Met2 routing:
The bar under the picture is 20 um long.
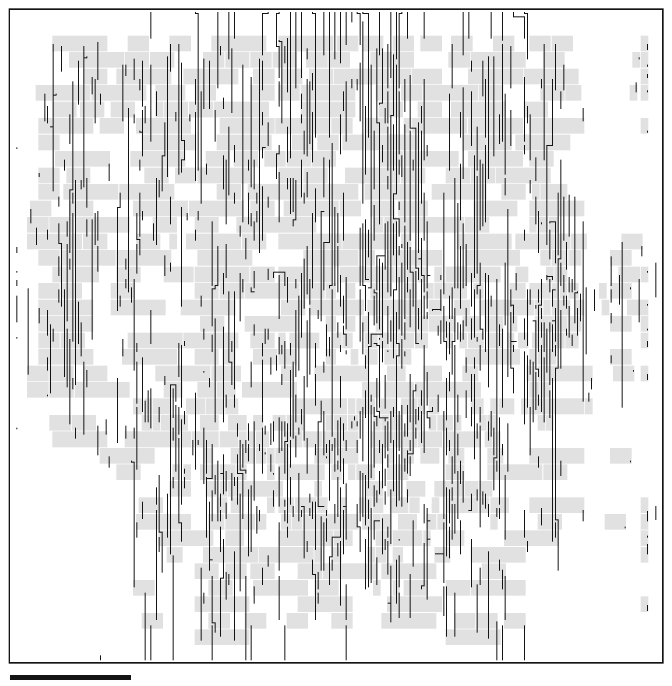
Congestion heat map:
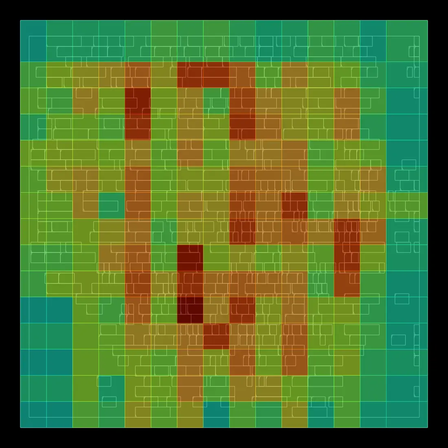
Cell sizes after repair:
The bar under the picture is 20 um long.
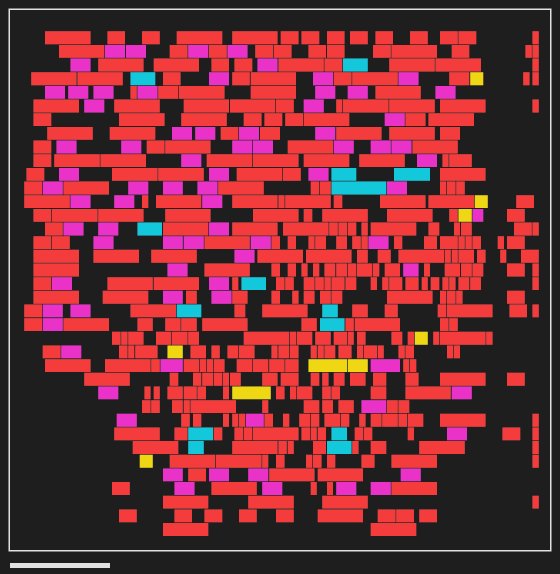
Signal wires on met1:
The bar under the picture is 20 um long. Supply wires on this layer in gray.
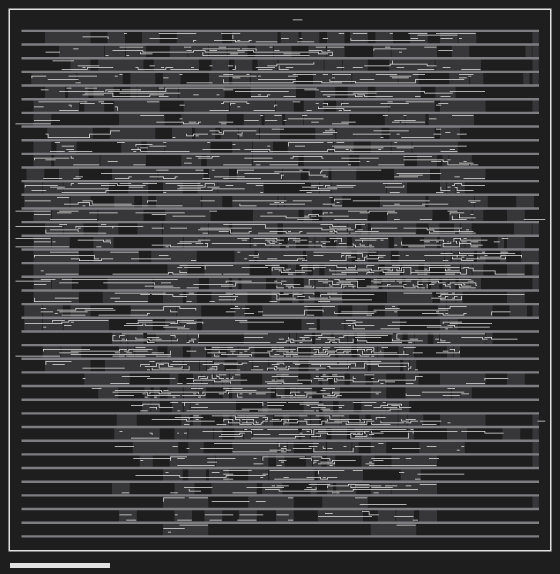
[config.mk]
export PLATFORM = sky130hd
export DESIGN_NAME = inst_loader
export DESIGN_NICKNAME = d
export VERILOG_FILES = /design/src/rtl/inst_loader.sv
export SDC_FILE = /design/constraint.sdc
export NUM_CORES = 1
export LEC_CHECK = 0
export CORE_MARGIN = 2
export CORE_UTILIZATION = 49
export DETAILED_ROUTE_END_ITERATION = 6
export GPL_ROUTABILITY_DRIVEN = 0
export PLACE_DENSITY = 0.77
export SLEW_MARGIN = 10
export SYNTH_ARGS = -nofsm -noshare
export SYNTH_HDL_FRONTEND = slang
export SYNTH_SLANG_ARGS = --single-unit
[constraint.sdc]
create_clock -name clk -period 3.6 [get_ports clk]
set_input_delay 0.72 -clock clk [delete_from_list [all_inputs] [get_ports clk]]
set_output_delay 0.72 -clock clk [all_outputs]
set_load 0.05 [all_outputs]
[src/rtl/inst_loader.sv]
// Instruction-memory loader: turns a length-prefixed byte stream into 32-bit RAM writes
// and holds the CPU in reset while loading. Define INST_LOADER_CHECKSUM_EN for a trailing XOR check byte.
module inst_loader #(
    parameter int MAX_WORDS = 256,
    parameter int CNT_W     = 16
) (
    input  logic        clk,
    input  logic        rst,
    input  logic        start,
    input  logic        byte_valid,
    input  logic [7:0]  byte_data,
    output logic        byte_ready,
    output logic        mem_we,
    output logic [31:0] mem_addr,
    output logic [31:0] mem_din,
    output logic        cpu_rst,
    output logic        busy,
    output logic        done,
    output logic        err
);

    typedef enum logic [2:0] {
        S_IDLE, S_LEN0, S_LEN1, S_CHECK, S_DATA, S_WRITE, S_FINISH, S_ERR
    } state_t;

    state_t           state, state_nxt;
    logic [CNT_W-1:0] len;
    logic [CNT_W-1:0] idx;
    logic [1:0]       bcnt;
    logic [23:0]      word;
    logic             take;
    logic             last_word;
    logic             too_long;
`ifdef INST_LOADER_CHECKSUM_EN
    logic [7:0]       csum;
`endif

    assign take      = byte_valid && byte_ready;
    // Compared one bit wider so idx+1 can never wrap back onto a small length.
    assign last_word = ({1'b0, idx} + {{CNT_W{1'b0}}, 1'b1}) == {1'b0, len};
    assign too_long  = len > CNT_W'(MAX_WORDS);

    // NOTE: every output and next-state value gets a default first so no path leaves it unassigned (no latch).
    always_comb begin
        state_nxt  = state;
        byte_ready = 1'b0;
        mem_we     = 1'b0;
        cpu_rst    = 1'b1;
        busy       = 1'b1;
        err        = 1'b0;
        case (state)
            S_IDLE: begin
                cpu_rst = 1'b0;
                busy    = 1'b0;
                if (start) state_nxt = S_LEN0;
            end
            S_LEN0: begin
                byte_ready = 1'b1;
                if (byte_valid) state_nxt = S_LEN1;
            end
            S_LEN1: begin
                byte_ready = 1'b1;
                if (byte_valid) state_nxt = S_CHECK;
            end
            S_CHECK: begin
                if (len == '0)    state_nxt = S_IDLE;
                else if (too_long) state_nxt = S_ERR;
                else               state_nxt = S_DATA;
            end
            S_DATA: begin
                byte_ready = 1'b1;
                if (byte_valid && bcnt == 2'd3) state_nxt = S_WRITE;
            end
            S_WRITE: begin
                mem_we    = 1'b1;
                state_nxt = last_word ? S_FINISH : S_DATA;
            end
            S_FINISH: begin
`ifdef INST_LOADER_CHECKSUM_EN
                byte_ready = 1'b1;
                if (byte_valid) state_nxt = (byte_data == csum) ? S_IDLE : S_ERR;
`else
                state_nxt = S_IDLE;
`endif
            end
            S_ERR: begin
                busy = 1'b0;
                err  = 1'b1;
                if (start) state_nxt = S_LEN0;
            end
            default: state_nxt = S_IDLE;
        endcase
    end

    // NOTE: sequential state uses non-blocking assignments so every register samples pre-edge values.
    always_ff @(posedge clk or posedge rst) begin
        if (rst) begin
            state    <= S_IDLE;
            len      <= '0;
            idx      <= '0;
            bcnt     <= '0;
            word     <= '0;
            mem_addr <= '0;
            mem_din  <= '0;
            done     <= 1'b0;
`ifdef INST_LOADER_CHECKSUM_EN
            csum     <= '0;
`endif
        end else begin
            state <= state_nxt;
            if ((state == S_IDLE || state == S_ERR) && start) begin
                done <= 1'b0;
                idx  <= '0;
                bcnt <= '0;
`ifdef INST_LOADER_CHECKSUM_EN
                csum <= '0;
`endif
            end
            if (take) begin
                case (state)
                    S_LEN0: len <= CNT_W'(byte_data);
                    S_LEN1: len <= CNT_W'({byte_data, len[7:0]});
                    S_DATA: begin
                        // Little-endian: bytes enter at the top and drift down toward bit 0.
                        word <= {byte_data, word[23:8]};
                        bcnt <= bcnt + 2'd1;
`ifdef INST_LOADER_CHECKSUM_EN
                        csum <= csum ^ byte_data;
`endif
                        if (bcnt == 2'd3) begin
                            mem_addr <= 32'({idx, 2'b00});
                            mem_din  <= {byte_data, word};
                        end
                    end
                    default: ;
                endcase
            end
            if (state == S_WRITE) idx <= idx + {{(CNT_W-1){1'b0}}, 1'b1};
            if (state_nxt == S_IDLE && (state == S_CHECK || state == S_FINISH)) done <= 1'b1;
        end
    end

endmodule

==> results.cfg <==
; synthesis and place-and-route metrics
[synthesis]
ff_type = dfrtp_1
synth.top_cell.area_share_pct = 52.4
ys_types = 54
synthCells = 458
synthArstFlopShare_pct = 100
ys_seq_share_pct = 52.4
top_cells_by_area = dfrtp_1 52%, mux2_2 16%, buf_4 3.3%
yosysWarnings = 0
synthTopCellsByCount = 110 x dfrtp_1, 73 x mux2_2, 45 x nand2_1
yosys_area_um2 = 5250
synth_top_cell_by_count = dfrtp_1
ys_cells = 458
synth-edff-count = 0
avgSynthCellArea_um2 = 11.5
synthesis.area_um2 = 5250

[global_route]
overflow = 0
grt_pass1_wl_mm = 18.0
grt.busiest_layer = met2
antenna_found_initial = 0
gr-usage-met1_pct = 26.0
first_global_vias = 3584
use_met2_pct = 33.0

[clocking]
cts_buffers = 9
clk-insertion-delay-late_ns = 0.38
htreeDepth = 3
clk_path_buf_depth = 2
clkSinkCount = 110
cts_resized = 0
cts_setup_buffers = 0
cts_root_buf = clkbuf_8
cts_hold_buf = 0

[outcome]
status = finished clean

[run]
tool_warnings = 26
maxCapViolations = 0

[critical_path]
cp.arrival_ns = 2.46
startpoint_type = flop
required_ns = 2.88
path_max_fanout = 24
critical_path_class = reg -> out
cp-end-kind = output pin

[timing]
fmax_ghz = 0.314
setup_viol = 0
slew_viol_final = 0
fin_skew_ns = 0.0119
rsz0062_at_grt = false
min_period_ns = 3.18
setup_tns_ns = 0
hold_violations = 0
worst_slew_pin_slew_ns = 0.682

[floorplanning]
core_area_um2 = 10400
die_w_um = 108
fp_util_pct = 50.6
io_pins = 82
num_rows = 37

[power]
p_per_area_nw_per_um2 = 680
finalPower_mw = 4.15
comb_power_share_pct = 36.1
p_int_mw = 2.54
p_sw_share_pct = 38.8
p_leak_nw = 2.74
power_switching_mw = 1.61
clkPwrFrac_pct = 18.2
power_frac_seq_pct = 45.8
vdd_drop_max_uv = 472

[detailed_routing]
vias = 3580
viasPerCell = 5.50
dr.pass1.iters = 4
drc = 0
totalWireLength_mm = 10.6
drtAntennaViolNets = 0
drt_iter0_drc = 186

[min_path]
hold_class = reg -> reg

[final_layout]
layout-drive-gt1-share_pct = 19.8
area_growth_pct = 16.2
num-fill-cells = 862
final_net_count = 524
antennaDiodeCount = 0

[placement]
port-buffer-count = 65
Back to the opening pictures, 'met2 routing':
longest straight run: 36.7 um
main direction: vertical
nets with wire on the layer: 477
wire length on this layer: 5,340 um

Back to the opening pictures, 'congestion heat map':
GRT Total Usage: 19.8%
met3 GRT Util: 3.75%
drt wl/cell: 16.3 um

Back to the opening pictures, 'cell sizes after repair':
legend:
  drive 2:
    color: magenta
    cells: 79
    share: 15%
  drive 1 or less:
    color: red
    cells: 413
    share: 80%
  drive 3 to 4:
    color: yellow
    cells: 9
    share: 1.7%
  drive 6 and up:
    color: cyan
    cells: 14
    share: 2.7%

Back to the opening pictures, 'signal wires on met1':
main direction: horizontal
longest straight run: 29.9 um
share of all routed wire: 44%

-- state kept, by name (all words and copies together), names as in the netlist --
name      cells
word         24
bcnt          2
mem_din      32
done          1
mem_addr     16
idx          16
state         3
len          16
-- layout by cell type, fill, tap and decap left out, drive strengths merged, types with 2 or more instances in the layout --
cell,netlist,final
a211oi,2,2
a21o,2,2
a21oi,12,12
a22o,3,3
a31oi,2,2
and2,3,3
and3,3,3
and3b,2,2
buf,32,5
clkbuf,10,11
clkdlybuf4s50,0,64
conb,1,16
dfrtp,110,110
ha,2,2
inv,6,8
mux2,78,78
mux2i,2,2
nand2,45,45
nand2b,2,2
nand3,8,8
nand4,5,5
nor2,19,19
nor2b,12,12
nor3,6,6
nor4,7,7
o2111ai,2,2
o211ai,3,3
o21ai,36,36
o22ai,2,2
o31ai,5,5
or3,2,2
or4,2,2
xnor2,16,16
xor2,6,6
-- metrics by stage --
stage	utilization (%)	hold WS, ns	std cells	instance area (um^2)	worst slack [ns]
finish	58.8	0.495	651	6100	0.416
global route	58.8	0.521	651	6100	0.213
CTS	58.8	0.498	651	6100	0.431
detailed placement	56.9	0.474	635	5900	0.864
global placement	56.9	0.466	635	5900	0.934
floorplan	-	0.454	473	5310	1.37
-- layout make-up --
type                       count  area, um^2  area share, %
clock buffer                  11         131           2.15
clock inverter                 5        65.1           1.07
inverter                       6        26.3          0.431
multi-input combinational    314        2260           37.1
sequential                   110        2750           45.1
tap                          136         170           2.79
timing repair buffer          69         691           11.3
-- kinds of logic after synthesis --
| family | Yosys count | share of synthesized area, % |
|---|---|---|
| AOI/OAI and AO/OA | 75 | 8.63 |
| and+or+nand+nor | 119 | 11.8 |
| other | 1 | 0.0714 |
| buffers and inverters | 49 | 5.58 |
| DFF | 110 | 52.4 |
| muxes | 80 | 17.2 |
| adders and majority gates | 2 | 0.476 |
| xor gates and xnor gates | 22 | 3.81 |
-- routing by layer --
metal  vias up  part of all wire (%)
li1       1682                     -
met1      1798                    44
met2        88                    50
met3        12                   3.8
met4         0                   1.6
met5         -                     0
-- path summary, 6_finish.rpt --
check	slack [ns]	startpoint	to	depth (start not counted)
setup / recovery	0.42	state[1]	byte_ready	3
min in group asynchronous	0.77	rst	mem_din[5]	2
setup reg to reg	0.89	state[1]	state[1]	7
hold / removal	0.50	word[4]	mem_din[4]	1
max in group asynchronous	2.01	rst	idx[2]	3
hold reg to reg	0.50	word[4]	mem_din[4]	1
-- power groups by stage --
stage	Combinational, mW	Sequential, mW	Clock [mW]
2_1_floorplan	1.11	1.93	0
3_3_place_gp	1.45	1.90	0
6_report	1.50	1.90	0.754
3_5_place_dp	1.49	1.92	0
4_1_cts	1.50	1.90	0.774
5_1_grt	1.63	1.95	0.824
-- worst max-delay path, stage by stage, from the launching register on --
cell             delay, ns
dfrtp_1               0.63
nor2b_1               0.44
o31a_1                0.20
clkdlybuf4s50_1       0.80
Power figures rest on the tool's default switching activity, not on a simulated workload.
